**Run 1: local utilization**

The die is cut into 10 by 10 equal tiles; white is low, dark blue is high, 0 to 100% covered.
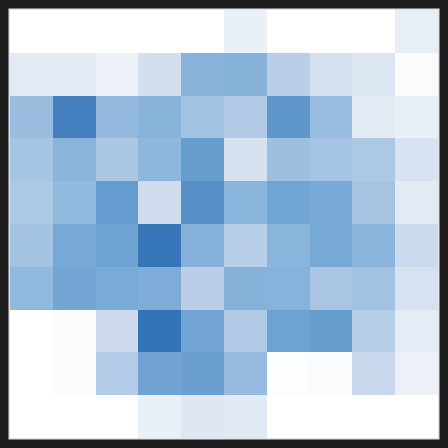
**Run 1: I/O nets highlighted**

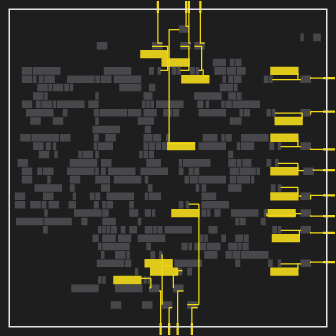
**Run 1: M1 wires**

Supply wires on this layer in grey.
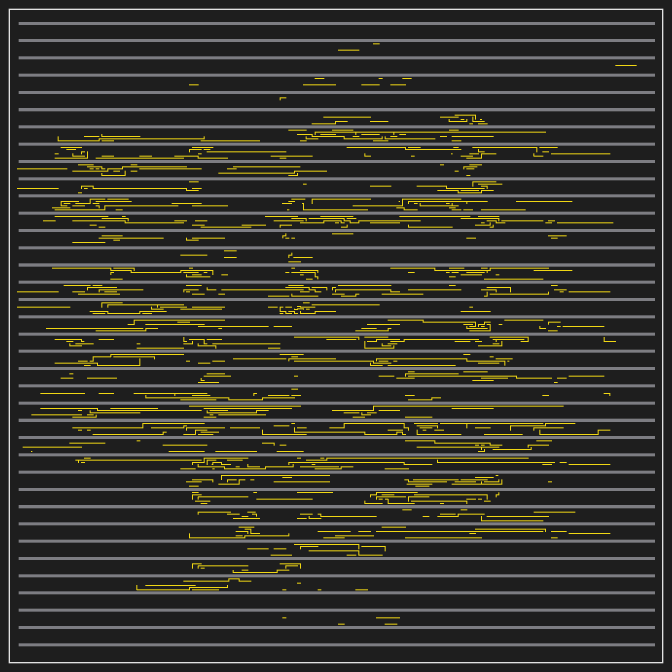
**src/rtl/bin_to_bcd_seq_if.sv**
```systemverilog
// bin_to_bcd_seq_if
// Request/result bundle between a binary-count producer and the sequential
// binary-to-BCD converter.
//   start  producer -> converter   request a conversion of bin
//   bin    producer -> converter   binary value, BIN_W bits
//   busy   converter -> producer   conversion in progress
//   done   converter -> producer   one-cycle pulse, BCD/ovf just updated
//   BCD    converter -> producer   packed BCD result, 4*DIGITS bits
//   ovf    converter -> producer   input exceeded 10^DIGITS-1 (clamp build only)
interface bin_to_bcd_seq_if #(
    parameter int BIN_W  = 14,
    parameter int DIGITS = 4
);
    logic                  start;
    logic [BIN_W-1:0]      bin;
    logic                  busy;
    logic                  done;
    logic [4*DIGITS-1:0]   BCD;
    logic                  ovf;

    modport master (
        output start,
        output bin,
        input  busy,
        input  done,
        input  BCD,
        input  ovf
    );

    modport slave (
        input  start,
        input  bin,
        output busy,
        output done,
        output BCD,
        output ovf
    );
endinterface

```
**src/rtl/bin_to_bcd_seq.sv**
```systemverilog
// bin_to_bcd_seq
// Sequential binary-to-BCD converter using shift-and-add-3, one input bit per
// clock. Feeds the packed BCD bus read by the 7-segment digit-select decoder;
// the result register is only written on completion so the display never tears.
//
// Ports:
//   clk    system clock, rising edge
//   reset  asynchronous, active-high reset
//   bus    bin_to_bcd_seq_if.slave (start, bin in; busy, done, BCD, ovf out)
//
// Optional build macro BCD_CLAMP_EN: inputs above 10^DIGITS-1 still take the
// full latency but complete with all-nines and ovf=1. Without it ovf is tied 0
// and out-of-range inputs are not supported.
//
// state | meaning
// IDLE  | waiting for start; result registers hold last value
// CONV  | shifting one bit per clock, BIN_W clocks total
module bin_to_bcd_seq #(
    parameter int BIN_W  = 14,
    parameter int DIGITS = 4
) (
    input  logic                clk,
    input  logic                reset,
    bin_to_bcd_seq_if.slave     bus
);
    localparam int BCD_W = 4 * DIGITS;
    localparam int CNT_W = (BIN_W > 1) ? $clog2(BIN_W) : 1;
    localparam logic [CNT_W-1:0] CNT_LAST = CNT_W'(BIN_W - 1);

    typedef enum logic {IDLE, CONV} state_t;

    state_t             state;
    logic [BIN_W-1:0]   shreg;
    logic [BCD_W-1:0]   scratch;
    logic [CNT_W-1:0]   cnt;
    logic               busy_r;
    logic               done_r;
    logic [BCD_W-1:0]   bcd_r;

    logic [BCD_W-1:0]   adj;
    logic [BCD_W-1:0]   scratch_nxt;
    logic [BIN_W-1:0]   shreg_nxt;

`ifdef BCD_CLAMP_EN
    localparam int MAX_VAL = (10 ** DIGITS) - 1;
    logic ovf_pend;
    logic ovf_r;
`endif

    // Add-3 correction per digit, then shift {scratch, shreg} left by one.
    always_comb begin
        adj = scratch;
        for (int d = 0; d < DIGITS; d++) begin
            if (scratch[4*d +: 4] >= 4'd5)
                adj[4*d +: 4] = scratch[4*d +: 4] + 4'd3;
        end
        scratch_nxt = {adj[BCD_W-2:0], shreg[BIN_W-1]};
        shreg_nxt   = {shreg[BIN_W-2:0], 1'b0};
    end

    always_ff @(posedge clk or posedge reset) begin
        if (reset) begin
            state   <= IDLE;
            shreg   <= '0;
            scratch <= '0;
            cnt     <= '0;
            busy_r  <= 1'b0;
            done_r  <= 1'b0;
            bcd_r   <= '0;
`ifdef BCD_CLAMP_EN
            ovf_pend <= 1'b0;
            ovf_r    <= 1'b0;
`endif
        end else begin
            done_r <= 1'b0;
            case (state)
                IDLE: begin
                    if (bus.start) begin
                        shreg   <= bus.bin;
                        scratch <= '0;
                        cnt     <= '0;
                        busy_r  <= 1'b1;
                        state   <= CONV;
`ifdef BCD_CLAMP_EN
                        ovf_pend <= ({{(32-BIN_W){1'b0}}, bus.bin} > 32'(MAX_VAL));
`endif
                    end
                end
                CONV: begin
                    shreg   <= shreg_nxt;
                    scratch <= scratch_nxt;
                    if (cnt == CNT_LAST) begin
                        // Counter parks at its last value rather than wrapping.
                        state  <= IDLE;
                        busy_r <= 1'b0;
                        done_r <= 1'b1;
`ifdef BCD_CLAMP_EN
                        bcd_r  <= ovf_pend ? {DIGITS{4'h9}} : scratch_nxt;
                        ovf_r  <= ovf_pend;
`else
                        bcd_r  <= scratch_nxt;
`endif
                    end else begin
                        cnt <= cnt + 1'b1;
                    end
                end
                default: state <= IDLE;
            endcase
        end
    end

    assign bus.busy = busy_r;
    assign bus.done = done_r;
    assign bus.BCD  = bcd_r;
`ifdef BCD_CLAMP_EN
    assign bus.ovf  = ovf_r;
`else
    assign bus.ovf  = 1'b0;
`endif

endmodule

```
**src/flat_wrapper.sv**
```systemverilog
// flat-port wrapper written by rule: the top's interface ports become plain ports
module bin_to_bcd_seq_flat 
#(
    parameter int BIN_W  = 14,
    parameter int DIGITS = 4
)
  (clk, reset, bus_start, bus_bin, bus_busy, bus_done, bus_BCD, bus_ovf);
  bin_to_bcd_seq_if #(.BIN_W(BIN_W), .DIGITS(DIGITS)) bus_i ();
  input  logic clk;
  input  logic reset;
  input wire logic [$bits(bus_i.start)-1:0] bus_start;
  input wire logic [$bits(bus_i.bin)-1:0] bus_bin;
  output wire logic [$bits(bus_i.busy)-1:0] bus_busy;
  output wire logic [$bits(bus_i.done)-1:0] bus_done;
  output wire logic [$bits(bus_i.BCD)-1:0] bus_BCD;
  output wire logic [$bits(bus_i.ovf)-1:0] bus_ovf;
  assign bus_i.start = bus_start;
  assign bus_i.bin = bus_bin;
  assign bus_busy = bus_i.busy;
  assign bus_done = bus_i.done;
  assign bus_BCD = bus_i.BCD;
  assign bus_ovf = bus_i.ovf;
  bin_to_bcd_seq #(.BIN_W(BIN_W), .DIGITS(DIGITS)) u_core (.clk(clk), .reset(reset), .bus(bus_i));
endmodule
```
**config.mk**
```make
export PLATFORM = sky130hd
export DESIGN_NAME = bin_to_bcd_seq_flat
export DESIGN_NICKNAME = d
export VERILOG_FILES = /design/src/rtl/bin_to_bcd_seq_if.sv /design/src/rtl/bin_to_bcd_seq.sv /design/src/flat_wrapper.sv
export SDC_FILE = /design/constraint.sdc
export NUM_CORES = 1
export LEC_CHECK = 0
export CAP_MARGIN = 20
export CORE_UTILIZATION = 25
export CTS_CLUSTER_SIZE = 30
export DETAILED_ROUTE_END_ITERATION = 10
export GPL_ROUTABILITY_DRIVEN = 0
export GPL_TIMING_DRIVEN = 0
export PLACE_DENSITY = 0.46
export SLEW_MARGIN = 10
export SYNTH_ARGS = -nofsm -noshare
export SYNTH_HDL_FRONTEND = slang
export SYNTH_SLANG_ARGS = --single-unit
```
**constraint.sdc**
```tcl
create_clock -name clk -period 3.4 [get_ports clk]
set_input_delay 0.34 -clock clk [delete_from_list [all_inputs] [get_ports clk]]
set_output_delay 0.34 -clock clk [all_outputs]
set_load 0.005 [all_outputs]
```
==> flow_summary.toml, run 1 <==
# synthesis and place-and-route metrics
[run_status]
status = "finished, final reports clean"

[routing]
top_metal_layer_carrying_routed_signals = "met4"
first_iter_violations = 45
wl_met2_microns = 2630

[logic_synthesis]
synth_flops = 53
top_cells_by_count = "sky130_fd_sc_hd__dfrtp_1 (53), sky130_fd_sc_hd__nand2_1 (49), sky130_fd_sc_hd__o21ai_0 (26)"
aoi_share_pct = 14.1
post_synth.cell_area_avg_sq_um = 10.1
synthCells = 252
yosys-dominant-comb-family = "AND-OR/OR-AND gates"
synth.cellmix.xorXnorShare_pct = 1.73

[final_layout]
fin_area_sq_um = 3150
buffers_excl_clock = 49
layout.clock_buffers = 6
sh_seq_area_pct = 42.1
clockNetworkAreaShare_pct = 2.62

[clocking]
clk_pin_slew_ns = 0.10
root_buffer = "sky130_fd_sc_hd__clkbuf_8"

[grt]
groute.layer.met2.usage_pct = 19.0
grt_pass1_vias = 1851

[final_timing]
fin_ws_ns = 1.77
slew_violations = 0

[worst_setup_path]
rrSetupSlack_ns = 1.77
worst_setup_path_end_kind = "flip-flop"
critical_path.startpoint_type = "flip-flop"
worstRegToRegCells = 6

[floorplanning]
floorplan.tapcells = 133
design.die.area_sq_um = 10600

[run]
max_cap_violations = 0

[power]
pwr-share-clk_pct = 12.7
power.switching_mw = 1.08

[placement]
detailed_place_hpwl_microns = 3940
About 'local utilization':
fullest tile: 73%
mean over tiles: 28%
nearly empty tiles: 20%
share of the core filled with cells in the final layout: 32.0%
Starting Density: 25.8%
floorplan core area: 9820 sq um

About 'I/O nets highlighted':
| port | colour | direction | end cells | buffers | wire |
|---|---|---|---|---|---|
| bus_BCD | yellow | output | 16 | 16 | 365 microns |
number of top-level pins: 36
Port Buffer Count: 34

About 'M1 wires':
longest straight run: 36.3 microns
nets with wire on the layer: 280
wire length on this layer: 2720 microns
share of all routed wire: 49%
main direction: horizontal
met1 Use GR: 15.1%
Detailed Route WL: 5580 microns
via count: 1875

**Run 1: placement by cell class**

Scale bar: 20 microns. Fill, decap, tap and diode cells in grey.
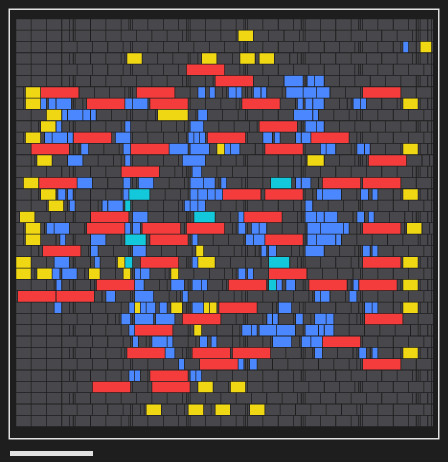

==> inputs of run 2 (changes only) <==
--- a/config.mk
+++ b/config.mk
@@ -11,7 +11,7 @@
 export DETAILED_ROUTE_END_ITERATION = 10
 export GPL_ROUTABILITY_DRIVEN = 0
 export GPL_TIMING_DRIVEN = 0
-export PLACE_DENSITY = 0.46
+export PLACE_DENSITY = 0.47
 export SLEW_MARGIN = 10
 export SYNTH_ARGS = -nofsm -noshare
 export SYNTH_HDL_FRONTEND = slang
==> constraint.sdc (replaced) <==
create_clock -name clk -period 1.4 [get_ports clk]
set_input_delay 0.14 -clock clk [delete_from_list [all_inputs] [get_ports clk]]
set_output_delay 0.14 -clock clk [all_outputs]
set_load 0.005 [all_outputs]
**Run 2: placement by cell class**

Scale bar: 20 microns. Fill, decap, tap and diode cells in grey.
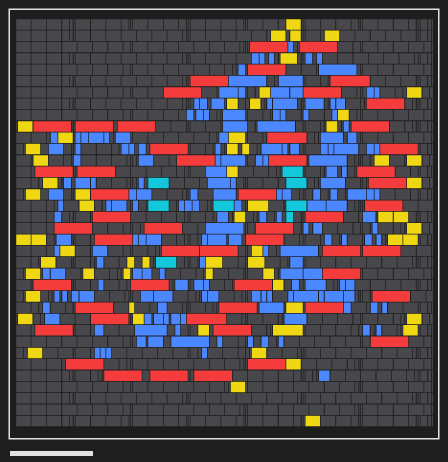
| class | colour | cells | share of their area |
|---|---|---|---|
| clock drivers and dummy loads | cyan | 8 | 3.0% |
| other buffers and delay cells | yellow | 62 | 17% |
| flops | red | 53 | 39% |
| all other logic | blue | 185 | 41% |
area of all placed cells without fillers: 3560 sq um
share of the core filled with cells in the final layout: 36.2%
number of standard-cell rows in the floorplan: 36
sequential share of cell area: 37.4%

**Run 2: routing congestion map**

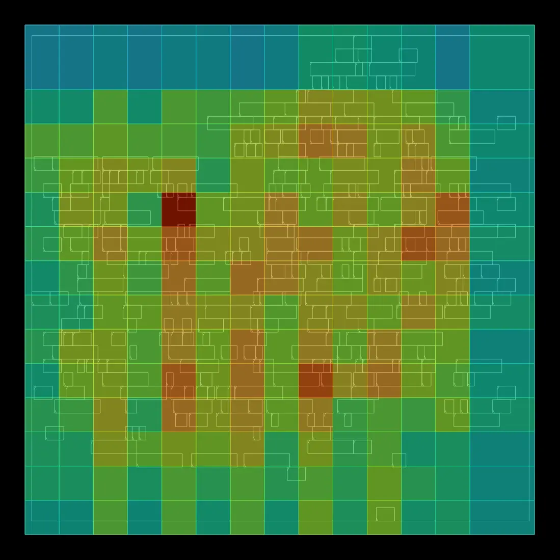
met3 usage: 2.78%
all-layer global routing usage: 12.2%
busiest metal layer after global routing: met2
drt wl/cell: 13.5 microns
GR Layer Usage met2: 20.5%

==> run 2 against run 1 <==
The flow now finishes with violations (setup timing). Total power went up to 2.9 times the previous value. First-iteration DRC count is 18% lower. Final area is 13% higher. Worst hold slack worse by 0.13 ns. Clock skew is 0.00095 ns lower. Clock-buffer cell count is 1 higher. Synthesized cell count stayed put. Via count is 3.6% higher. Largest power group unchanged.
==> flow_summary.toml, run 2 <==
# synthesis and place-and-route metrics
[routing]
first_iter_violations = 37
wl_microns = 5960
wl_met2_microns = 2800
routed-via-count = 1943

[floorplanning]
io-pin-count = 36
design.die.area_sq_um = 10600

[run]
max_cap_violations = 0

[logic_synthesis]
synthCells = 252
yosys-dominant-comb-family = "AND-OR/OR-AND gates"
post_synth.cell_area_avg_sq_um = 10.1
synth.cellmix.xorXnorShare_pct = 1.73

[final_layout]
clockNetworkAreaShare_pct = 2.85

[power]
power.switching_mw = 3.10

[worst_setup_path]
rrSetupSlack_ns = -0.06
critical_path.startpoint_type = "flip-flop"
worstRegToRegCells = 6

[final_timing]
setup_viol = 6
slew_violations = 0
fin_ws_ns = -0.0626

[placement]
port-buffer-count = 34

[grt]
global_route.usage.met1_pct = 16.3

[run_status]
status = "complete, but fails checks"
violations = "setup timing"
Power figures rest on the tool's default switching activity, not on a simulated workload.
